--- config.mk ---
export PLATFORM = sky130hd
export DESIGN_NAME = piso_shift_tx
export DESIGN_NICKNAME = d
export VERILOG_FILES = /design/src/rtl/shift_pkg.sv /design/src/rtl/bit_index_counter.sv /design/src/rtl/piso_shift_tx.sv
export SDC_FILE = /design/constraint.sdc
export NUM_CORES = 1
export LEC_CHECK = 0
export CAP_MARGIN = 20
export CORE_AREA = 3 3 40 42
export CTS_BUF_LIST = sky130_fd_sc_hd__clkbuf_4
export DETAILED_ROUTE_END_ITERATION = 6
export DIE_AREA = 0 0 43 45
export PLACE_DENSITY = 0.54
export SLEW_MARGIN = 10
export SYNTH_ARGS = -nofsm -noshare
export SYNTH_HDL_FRONTEND = slang
export SYNTH_HIERARCHICAL = 1
export SYNTH_SLANG_ARGS = --single-unit
--- constraint.sdc ---
create_clock -name clk -period 2.77 [get_ports clk]
set_input_delay 0.554 -clock clk [delete_from_list [all_inputs] [get_ports clk]]
set_output_delay 0.554 -clock clk [all_outputs]
set_load 0.005 [all_outputs]
--- src/rtl/shift_pkg.sv ---
// Shared definitions for the shift-register family (piso / sipo members).
//   shift_state_e : framing state, ST_IDLE = no word, ST_SHIFT = word in flight
//   clog2()       : counter width helper, never returns less than 1
package shift_pkg;

    typedef enum logic {
        ST_IDLE  = 1'b0,
        ST_SHIFT = 1'b1
    } shift_state_e;

    // ceil(log2(n)) with a floor of 1 so a WIDTH==1 word still has a 1-bit index.
    function automatic int clog2(input int n);
        int w;
        w = 1;
        while ((1 << w) < n) begin
            w = w + 1;
        end
        return w;
    endfunction

endpackage

--- src/rtl/bit_index_counter.sv ---
// Mod-WIDTH up counter giving the index of the bit currently on the serial line.
//   clk  in        clock, posedge
//   rst  in        asynchronous active-low reset
//   clr  in        synchronous clear to 0 (wins over en)
//   en   in        advance by one, wrapping WIDTH-1 -> 0
//   cnt  out [CW]  current index, 0..WIDTH-1
//   tc   out       terminal count (cnt == WIDTH-1)
module bit_index_counter
    import shift_pkg::*;
#(
    parameter int WIDTH = 3,
    parameter int CW    = clog2(WIDTH)
) (
    input  logic          clk,
    input  logic          rst,
    input  logic          clr,
    input  logic          en,
    output logic [CW-1:0] cnt,
    output logic          tc
);

    logic [CW-1:0] cnt_q;
    logic [CW-1:0] cnt_d;

    assign tc  = (cnt_q == CW'(WIDTH - 1));
    assign cnt = cnt_q;

    always_comb begin
        cnt_d = cnt_q;
        if (clr) begin
            cnt_d = '0;
        end else if (en) begin
            cnt_d = tc ? '0 : cnt_q + 1'b1;
        end
    end

    always_ff @(posedge clk or negedge rst) begin
        if (!rst) begin
            cnt_q <= '0;
        end else begin
            cnt_q <= cnt_d;
        end
    end

endmodule

--- src/rtl/piso_shift_tx.sv ---
// Parallel-in / serial-out transmitter with first/last frame markers.
//   clk       in          clock, posedge
//   rst       in          asynchronous active-low reset
//   pdata     in  [WIDTH] parallel word, sampled on accept only
//   pvalid    in          pdata valid
//   pready    out         word can be accepted this cycle (combinational)
//   shift_en  in          downstream consumes the current serial bit at this edge
//   sdata     out         serial bit (straight from the shift register flop)
//   svalid    out         sdata holds a valid bit
//   sfirst    out         current bit is the first of its word
//   slast     out         current bit is the last of its word
//   busy      out         word in flight (same as svalid)
//
// state    | meaning
// ---------+------------------------------------------------------------
// ST_IDLE  | no word held; pready high, shift_en ignored
// ST_SHIFT | word in shreg, cnt = index of bit on sdata; reload allowed
//          | in the slast cycle when shift_en is high (gapless frames)
module piso_shift_tx
    import shift_pkg::*;
#(
    parameter int WIDTH     = 3,
    parameter bit MSB_FIRST = 1'b1
) (
    input  logic             clk,
    input  logic             rst,
    input  logic [WIDTH-1:0] pdata,
    input  logic             pvalid,
    output logic             pready,
    input  logic             shift_en,
    output logic             sdata,
    output logic             svalid,
    output logic             sfirst,
    output logic             slast,
    output logic             busy
);

    localparam int CW = clog2(WIDTH);

    shift_state_e   state_q;
    shift_state_e   state_d;
    logic [WIDTH-1:0] shreg_q;
    logic [WIDTH-1:0] shreg_d;
    logic [CW-1:0]  cnt;
    logic           cnt_tc;
    logic           cnt_clr;
    logic           cnt_en;
    logic           accept;
    logic           in_shift;

    bit_index_counter #(
        .WIDTH (WIDTH),
        .CW    (CW)
    ) u_bit_index_counter (
        .clk (clk),
        .rst (rst),
        .clr (cnt_clr),
        .en  (cnt_en),
        .cnt (cnt),
        .tc  (cnt_tc)
    );

    assign in_shift = (state_q == ST_SHIFT);
    assign svalid   = in_shift;
    assign busy     = in_shift;
    assign sfirst   = in_shift && (cnt == '0);
    assign slast    = in_shift && cnt_tc;
    // rst gates pready so nothing upstream sees a handshake while held in reset.
    assign pready   = rst && (!in_shift || (slast && shift_en));
    assign accept   = pvalid && pready;
    assign sdata    = MSB_FIRST ? shreg_q[WIDTH-1] : shreg_q[0];

    always_comb begin
        state_d = state_q;
        shreg_d = shreg_q;
        cnt_clr = 1'b0;
        cnt_en  = 1'b0;
        if (accept) begin
            state_d = ST_SHIFT;
            shreg_d = pdata;
            cnt_clr = 1'b1;
        end else if (in_shift && shift_en) begin
            // The last shift also zero-fills, so the line idles at 0.
            shreg_d = MSB_FIRST ? (shreg_q << 1) : (shreg_q >> 1);
            cnt_en  = 1'b1;
            if (cnt_tc) begin
                state_d = ST_IDLE;
            end
        end
    end

    always_ff @(posedge clk or negedge rst) begin
        if (!rst) begin
            state_q <= ST_IDLE;
            shreg_q <= '0;
        end else begin
            state_q <= state_d;
            shreg_q <= shreg_d;
        end
    end

endmodule

Floorplan with the power grid:
The bar under the picture is 10 microns long. Pins as bars on the die edge.
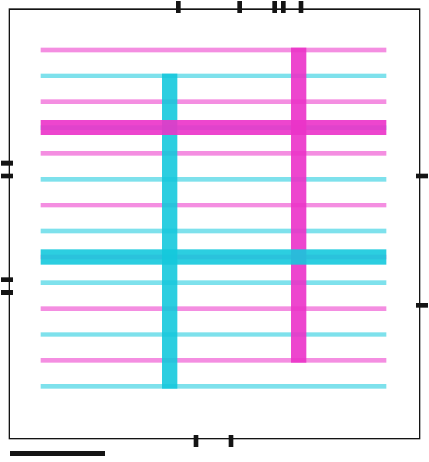
color	net
cyan	VSS
magenta	VDD
rows	13
met1 rails	14
met5 straps	2
signal pins	13

Cells colored by class:
The bar under the picture is 10 microns long.
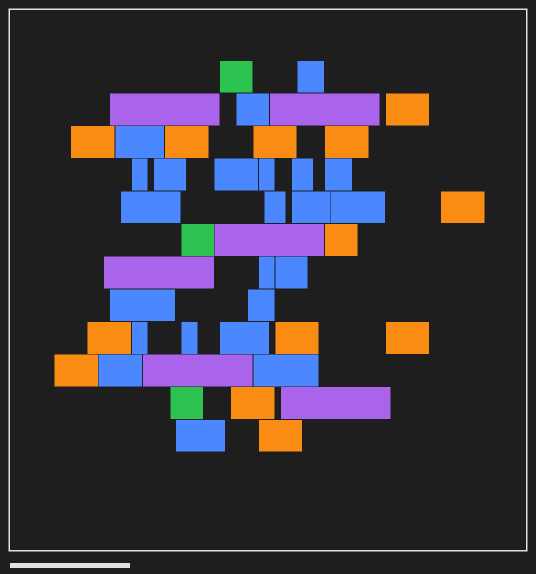
color	class	cells	share of their area
blue	remaining logic cells	23	39%
green	clock-net drivers	3	4.6%
orange	remaining buffers and delay cells	13	26%
purple	sequential cells	6	31%

Clock network drawn from the DEF:
The bar under the picture is 10 microns long.
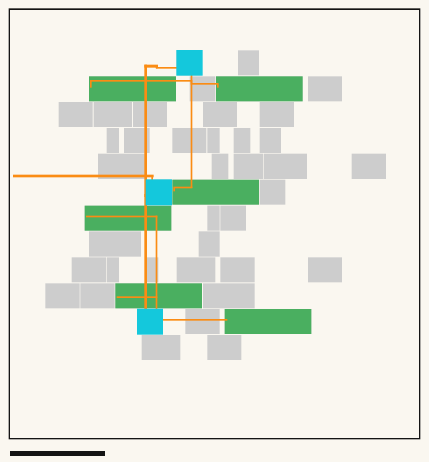
[cyan] clock-net drivers | count: 3
[orange] clock wires | length: 111 microns
[green] flip-flops | count: 6
routed clock nets	4

==> run notes <==
The flow completed. Power in the clock group landed at 82.7 uW. Looking at area per cell type in the netlist, the leader is dfrtp_1. Logic share of the area landed at 36.5%. TritonRoute reported its final design rule violation total as 0. Number of warning messages in the logs landed at 26. The register with the most flip-flops in the final layout is shreg_q. Total length of routed met2 wires landed at 413 microns.

Per STA, the startpoint of the critical path is shift_en. Total CTS buffers landed at 3. The report lists the power per cell area as 882 nW/um^2.

At the placement stage, the worst setup path has a slack of 0.392 ns. Non-clock buffers in the final layout number 13. Last weighted congestion value of the routability-driven placer landed at 0.637.

Final antenna diode count landed at 0. In this run, the number of DRC markers left after iteration 0 of detailed routing was 1. Fraction of registers with async set/reset landed at 100%. Share of the final layout cell area in sequential cells landed at 29.6%. Met2 track demand over resource landed at 16.8%. Proportion of layout cells with a drive suffix above 1 landed at 28.9%.

Area inside the core boundary landed at 1280 sq um. After global routing, the most crowded layer is met2. In the finished design, the share of the clock period the worst path needs comes to 85.7%. Wire length the detailed router placed on met1 landed at 265 microns. The group that draws the most power in this run is combinational cells. Setup slack on the worst reg-to-reg path comes out at 1.06 ns. Number of maximum-capacitance violations landed at 0. Per the detail_route log, met3 wirelength is 45 microns. Register bit total from synthesis landed at 6. The most common cell in the synthesized netlist is dfrtp_1. Per the final report, the share of cell area in clock cells is 4.43%. Nets still carrying antenna violations after routing amount to 0. In the final design database the tool counted 54 nets.

TritonCTS built the clock tree. In this design, the largest share of critical-path delay is due to buffers and inverters. Across all checked pins, the minimum headroom to the slew limit is 86.4%. The power report lists the combinational group at 214 uW.

Worst stage delay on the critical path landed at 0.44 ns. In the global route stage, met3 resource usage came out at 2.79%. Area fraction of the dominant cell type after synthesis landed at 42.0%. Overall routed net length landed at 752 microns. Subtracting the final worst setup slack from the clock period gives 2.37 ns. The flow ran to the end, and the final reports show no timing, DRC or antenna violations.
Power and IR drop assume default switching activity.
